<file path="config.mk">
export PLATFORM = sky130hd
export DESIGN_NAME = object_launcher
export DESIGN_NICKNAME = d
export VERILOG_FILES = /design/src/rtl/obj_motion_pkg.sv /design/src/rtl/object_kinematics_step.sv /design/src/rtl/object_launcher.sv
export SDC_FILE = /design/constraint.sdc
export NUM_CORES = 1
export LEC_CHECK = 0
export CAP_MARGIN = 20
export CORE_ASPECT_RATIO = 0.9
export CORE_MARGIN = 2
export CORE_UTILIZATION = 50
export DETAILED_ROUTE_END_ITERATION = 10
export PLACE_DENSITY = 0.75
export SLEW_MARGIN = 10
export SYNTH_ARGS = -nofsm -noshare
export SYNTH_HDL_FRONTEND = slang
export SYNTH_SLANG_ARGS = --single-unit
</file>
<file path="constraint.sdc">
create_clock -name clk -period 6.24 [get_ports clk]
set_clock_uncertainty 0.2 [all_clocks]
set_input_delay 1.248 -clock clk [delete_from_list [all_inputs] [get_ports clk]]
set_output_delay 1.248 -clock clk [all_outputs]
set_load 0.05 [all_outputs]
</file>
<file path="src/rtl/obj_motion_pkg.sv">
// Shared dimensions, signed datapath widths, retire reason codes and launcher
// state encoding for the fruit object motion blocks.
package obj_motion_pkg;

  localparam int WINDOW_WIDTH_DEF  = 640;
  localparam int WINDOW_HEIGHT_DEF = 480;
  localparam int OBJ_W_DEF         = 64;
  localparam int OBJ_H_DEF         = 64;

  localparam int X_W  = 11;
  localparam int Y_W  = 10;
  localparam int VY_W = 7;

  typedef enum logic [1:0] {
    REASON_FELL = 2'd0,
    REASON_SIDE = 2'd1,
    REASON_TOP  = 2'd2,
    REASON_KILL = 2'd3
  } reason_e;

  typedef enum logic [1:0] {
    ST_IDLE   = 2'd0,
    ST_FLY    = 2'd1,
    ST_RETIRE = 2'd2
  } state_e;

endpackage

</file>
<file path="src/rtl/object_kinematics_step.sv">
// One frame of ballistic motion plus the playfield exit check; purely combinational.
// No state and no backpressure: outputs follow the inputs within the same cycle.
module object_kinematics_step
  import obj_motion_pkg::*;
#(
  parameter int WINDOW_WIDTH  = WINDOW_WIDTH_DEF,
  parameter int WINDOW_HEIGHT = WINDOW_HEIGHT_DEF,
  parameter int OBJ_W         = OBJ_W_DEF,
  parameter int OBJ_H         = OBJ_H_DEF,
  parameter int GRAVITY       = 1,
  parameter int VY_MAX        = 31
) (
  input  logic [9:0]             x_i,
  input  logic [8:0]             y_i,
  input  logic signed [3:0]      vx_i,
  input  logic signed [VY_W-1:0] vy_i,
  input  logic                   grav_en_i,
  output logic signed [X_W-1:0]  x_n_o,
  output logic signed [Y_W-1:0]  y_n_o,
  output logic signed [VY_W-1:0] vy_n_o,
  output logic                   exit_o,
  output reason_e                reason_o
);

  localparam logic signed [X_W-1:0]  X_MAX  = X_W'(WINDOW_WIDTH - OBJ_W);
  localparam logic signed [Y_W-1:0]  Y_MAX  = Y_W'(WINDOW_HEIGHT - OBJ_H);
  localparam logic signed [VY_W:0]   VY_LIM = (VY_W+1)'(VY_MAX);
  localparam logic signed [VY_W:0]   G_INC  = (VY_W+1)'(GRAVITY);

  logic signed [VY_W:0] vy_sum;
  logic                 vy_down;

  always_comb begin
    x_n_o    = {{(X_W-10){1'b0}}, x_i} + {{(X_W-4){vx_i[3]}}, vx_i};
    y_n_o    = {{(Y_W-9){1'b0}}, y_i} + {{(Y_W-VY_W){vy_i[VY_W-1]}}, vy_i};
    vy_sum   = {vy_i[VY_W-1], vy_i} + G_INC;
    vy_down  = !vy_i[VY_W-1] && (vy_i != '0);
    vy_n_o   = vy_i;
    if (grav_en_i) begin
      vy_n_o = (vy_sum > VY_LIM) ? VY_LIM[VY_W-1:0] : vy_sum[VY_W-1:0];
    end
    // Priority: side edges, then top, then falling back through the spawn line.
    exit_o   = 1'b1;
    reason_o = REASON_SIDE;
    if (x_n_o[X_W-1] || (x_n_o > X_MAX)) begin
      reason_o = REASON_SIDE;
    end else if (y_n_o[Y_W-1]) begin
      reason_o = REASON_TOP;
    end else if (vy_down && (y_n_o > Y_MAX)) begin
      reason_o = REASON_FELL;
    end else begin
      exit_o   = 1'b0;
      reason_o = REASON_FELL;
    end
  end

endmodule

</file>
<file path="src/rtl/object_launcher.sv">
// Spawns one object at the bottom edge and steps it along a parabola per frame_tick;
// launch accepted in IDLE only (1 cycle to FLY), requests outside IDLE are dropped.
module object_launcher
  import obj_motion_pkg::*;
#(
  parameter int WINDOW_WIDTH  = WINDOW_WIDTH_DEF,
  parameter int WINDOW_HEIGHT = WINDOW_HEIGHT_DEF,
  parameter int OBJ_W         = OBJ_W_DEF,
  parameter int OBJ_H         = OBJ_H_DEF,
  parameter int GRAVITY       = 1,
  parameter int GRAV_DIV      = 1,
  parameter int VY_MAX        = 31
) (
  input  logic       clk,
  input  logic       rst_n,
  input  logic       frame_tick,
  input  logic       launch_valid,
  output logic       launch_ready,
  input  logic [9:0] launch_x,
  input  logic [3:0] launch_vx,
  input  logic [5:0] launch_vy,
  input  logic       kill,
  output logic       active,
  output logic [9:0] posx,
  output logic [8:0] posy,
  output logic       retire_pulse,
  output logic [1:0] retire_reason
);

  localparam logic [9:0] X_SPAWN_MAX = 10'(WINDOW_WIDTH - OBJ_W);
  localparam logic [8:0] Y_SPAWN     = 9'(WINDOW_HEIGHT - OBJ_H);

  state_e                state_q;
  logic [9:0]            x_q;
  logic [8:0]            y_q;
  logic signed [3:0]     vx_q;
  logic signed [VY_W-1:0] vy_q;
  logic [3:0]            grav_q;
  logic                  active_q;
  logic                  ready_q;
  logic                  pulse_q;
  reason_e               reason_q;

  logic [9:0]             x_spawn_d;
  logic [3:0]             grav_d;
  logic                   grav_en_d;
  logic signed [X_W-1:0]  x_n;
  logic signed [Y_W-1:0]  y_n;
  logic signed [VY_W-1:0] vy_n;
  logic                   exit_n;
  reason_e                reason_n;
  logic                   unused_msb;

  assign x_spawn_d  = (launch_x > X_SPAWN_MAX) ? X_SPAWN_MAX : launch_x;
  assign grav_d     = grav_q + 4'd1;
  assign grav_en_d  = (grav_d == 4'(GRAV_DIV));
  assign unused_msb = x_n[X_W-1] ^ y_n[Y_W-1];

  object_kinematics_step #(
    .WINDOW_WIDTH (WINDOW_WIDTH),
    .WINDOW_HEIGHT(WINDOW_HEIGHT),
    .OBJ_W        (OBJ_W),
    .OBJ_H        (OBJ_H),
    .GRAVITY      (GRAVITY),
    .VY_MAX       (VY_MAX)
  ) u_step (
    .x_i      (x_q),
    .y_i      (y_q),
    .vx_i     (vx_q),
    .vy_i     (vy_q),
    .grav_en_i(grav_en_d),
    .x_n_o    (x_n),
    .y_n_o    (y_n),
    .vy_n_o   (vy_n),
    .exit_o   (exit_n),
    .reason_o (reason_n)
  );

  always_ff @(posedge clk or negedge rst_n) begin
    if (!rst_n) begin
      state_q  <= ST_IDLE;
      x_q      <= '0;
      y_q      <= '0;
      vx_q     <= '0;
      vy_q     <= '0;
      grav_q   <= '0;
      active_q <= 1'b0;
      ready_q  <= 1'b1;
      pulse_q  <= 1'b0;
      reason_q <= REASON_FELL;
    end else begin
      pulse_q <= 1'b0;
      case (state_q)
        ST_IDLE: begin
          if (launch_valid) begin
            x_q      <= x_spawn_d;
            y_q      <= Y_SPAWN;
            vx_q     <= launch_vx;
            vy_q     <= {launch_vy[5], launch_vy};
            grav_q   <= '0;
            active_q <= 1'b1;
            ready_q  <= 1'b0;
            state_q  <= ST_FLY;
          end
        end
        ST_FLY: begin
          // A slice hit outranks any geometric exit in the same cycle.
          if (kill) begin
            active_q <= 1'b0;
            pulse_q  <= 1'b1;
            reason_q <= REASON_KILL;
            state_q  <= ST_RETIRE;
          end else if (frame_tick) begin
            if (exit_n) begin
              active_q <= 1'b0;
              pulse_q  <= 1'b1;
              reason_q <= reason_n;
              state_q  <= ST_RETIRE;
            end else begin
              x_q    <= x_n[9:0];
              y_q    <= y_n[8:0];
              vy_q   <= vy_n;
              grav_q <= grav_en_d ? 4'd0 : grav_d;
            end
          end
        end
        ST_RETIRE: begin
          ready_q <= 1'b1;
          state_q <= ST_IDLE;
        end
        default: begin
          active_q <= 1'b0;
          ready_q  <= 1'b1;
          state_q  <= ST_IDLE;
        end
      endcase
    end
  end

  assign launch_ready  = ready_q;
  assign active        = active_q;
  assign posx          = x_q;
  assign posy          = y_q;
  assign retire_pulse  = pulse_q;
  assign retire_reason = reason_q;

endmodule

</file>
M1 wires:
Supply wires on this layer in grey.
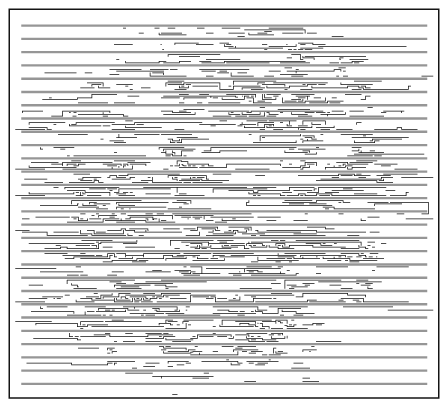
share of all routed wire: 47%
wire length on this layer: 3620 um
longest straight run: 23.5 um
nets with wire on the layer: 404
GR Util met1: 32.7%
detailed-route via count: 2838
routed wire length: 7.65 mm

M2 wires:
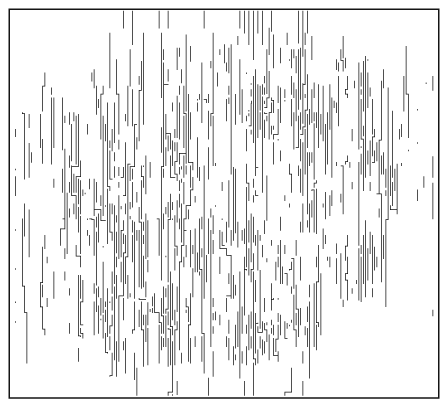
longest straight run: 27.2 um
nets with wire on the layer: 381
wire length on this layer: 3470 um
share of all routed wire: 45%
main direction: vertical

==> notes.md <==
Notes on the physical design

The run finished with clean final reports. The library cell used most frequently in the layout, excluding fill and tap cells, is sky130_fd_sc_hd__clkdlybuf4s50_1. In this run, post-CTS repair resized a total of 0 instances. The post-synthesis sequential element count is 41. The setup total negative slack is 0 ns. The actual transition at the worst max-transition pin is slightly below 1 ns.

The endpoint of the most critical register-to-register path is posx[6]. The first global-routing pass estimated approximately 13 mm of wire. The post-detailed-route count of antenna-violating nets is 0.

The worst register-to-register path begins at vy_q[0]. Leaving out buffers and inverters, the combinational logic in the layout accounts for ~2000 um2. The chip height is 79.4 um. The logic share of the area is between 50% and 60%. The critical path is of the reg -> reg type. By instance count after routing, the leading logic cell types are sky130_fd_sc_hd__clkdlybuf4s50_1 (47), sky130_fd_sc_hd__dfrtp_1 (40), sky130_fd_sc_hd__nor2_1 (33), sky130_fd_sc_hd__nand2_1 (27).

The number of tap cells inserted is around 87. The post-CTS repair timing setup buffer count is 0. The number of buffer cells added on primary ports is 48.

The count of library flops with an enable pin is 0. The number of different library cells in the post-synthesis netlist is 68. In the final report, the number of hold violations comes to 0.

For this run, the register share of the synthesized area comes to about a third. Setup repair after global routing left no endpoint under its margin. Summing the areas of all fa, ha and maj instances in the mapped netlist gives ~10% of the synthesized area. The routed design shows a wire length per standard cell of 15.7 um.

The uppermost layer routed is met4. The most common cell in the synthesized netlist is sky130_fd_sc_hd__dfrtp_1. In the placement report, post-DP HPWL is listed as around 5.7 mm. The number of placed instances with taps included is 478.

The cell chosen for the clock root is sky130_fd_sc_hd__clkbuf_8. Counting every net in the synthesized netlist gives ~400. The via density per instance is around 6. The dominant combinational cell family by area after synthesis is AND-OR/OR-AND gates. The largest fanout on the critical path is 17. The number of cells on the critical path is 12. For this design, the CTS-stage hold fixing added 0 buffers. The synthesis report lists the most area-consuming cells as sky130_fd_sc_hd__dfrtp_1 (32%), sky130_fd_sc_hd__ha_1 (9.1%), sky130_fd_sc_hd__mux2_2 (4.6%). The number of multi-input combinational cells in the layout is ~280. The number of H-tree levels is 2. The cell type with the largest total area is sky130_fd_sc_hd__dfrtp_1. The total core area is a little over 6000 um2.

Per the OpenROAD floorplan log, the area of the die is approximately 7000 um2. The cell count of the worst reg-to-reg path is 12. The global routing report lists combined usage of all routing layers as 23.3%. The longest clock path from root to sink contains 2 buffers. The portion of netlist area occupied by mux cells is between 8 and 9%. The clock buffers instantiated in the layout total 8. The required time of the worst setup path is 6.24 ns. The number of non-clock buffers is approximately 51. The number of remaining DRC errors is 0. The critical path goes through ha_1 > inv_1 > fa_1 > nor2b_1 > o221ai_1 > a21oi_1 > xor2_1 > o2111ai_1 > o211ai_2 > a21oi_2 > buf_4 > mux2_2. The number of buffers created by CTS is 5.

Signal wires on met3:
The bar under the picture is 20 um long.
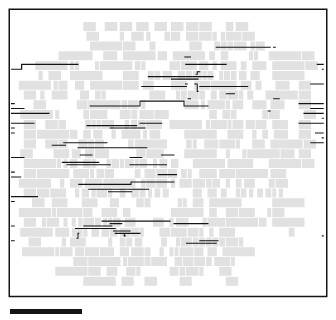
wire length on this layer: 454 um
share of all routed wire: 5.9%

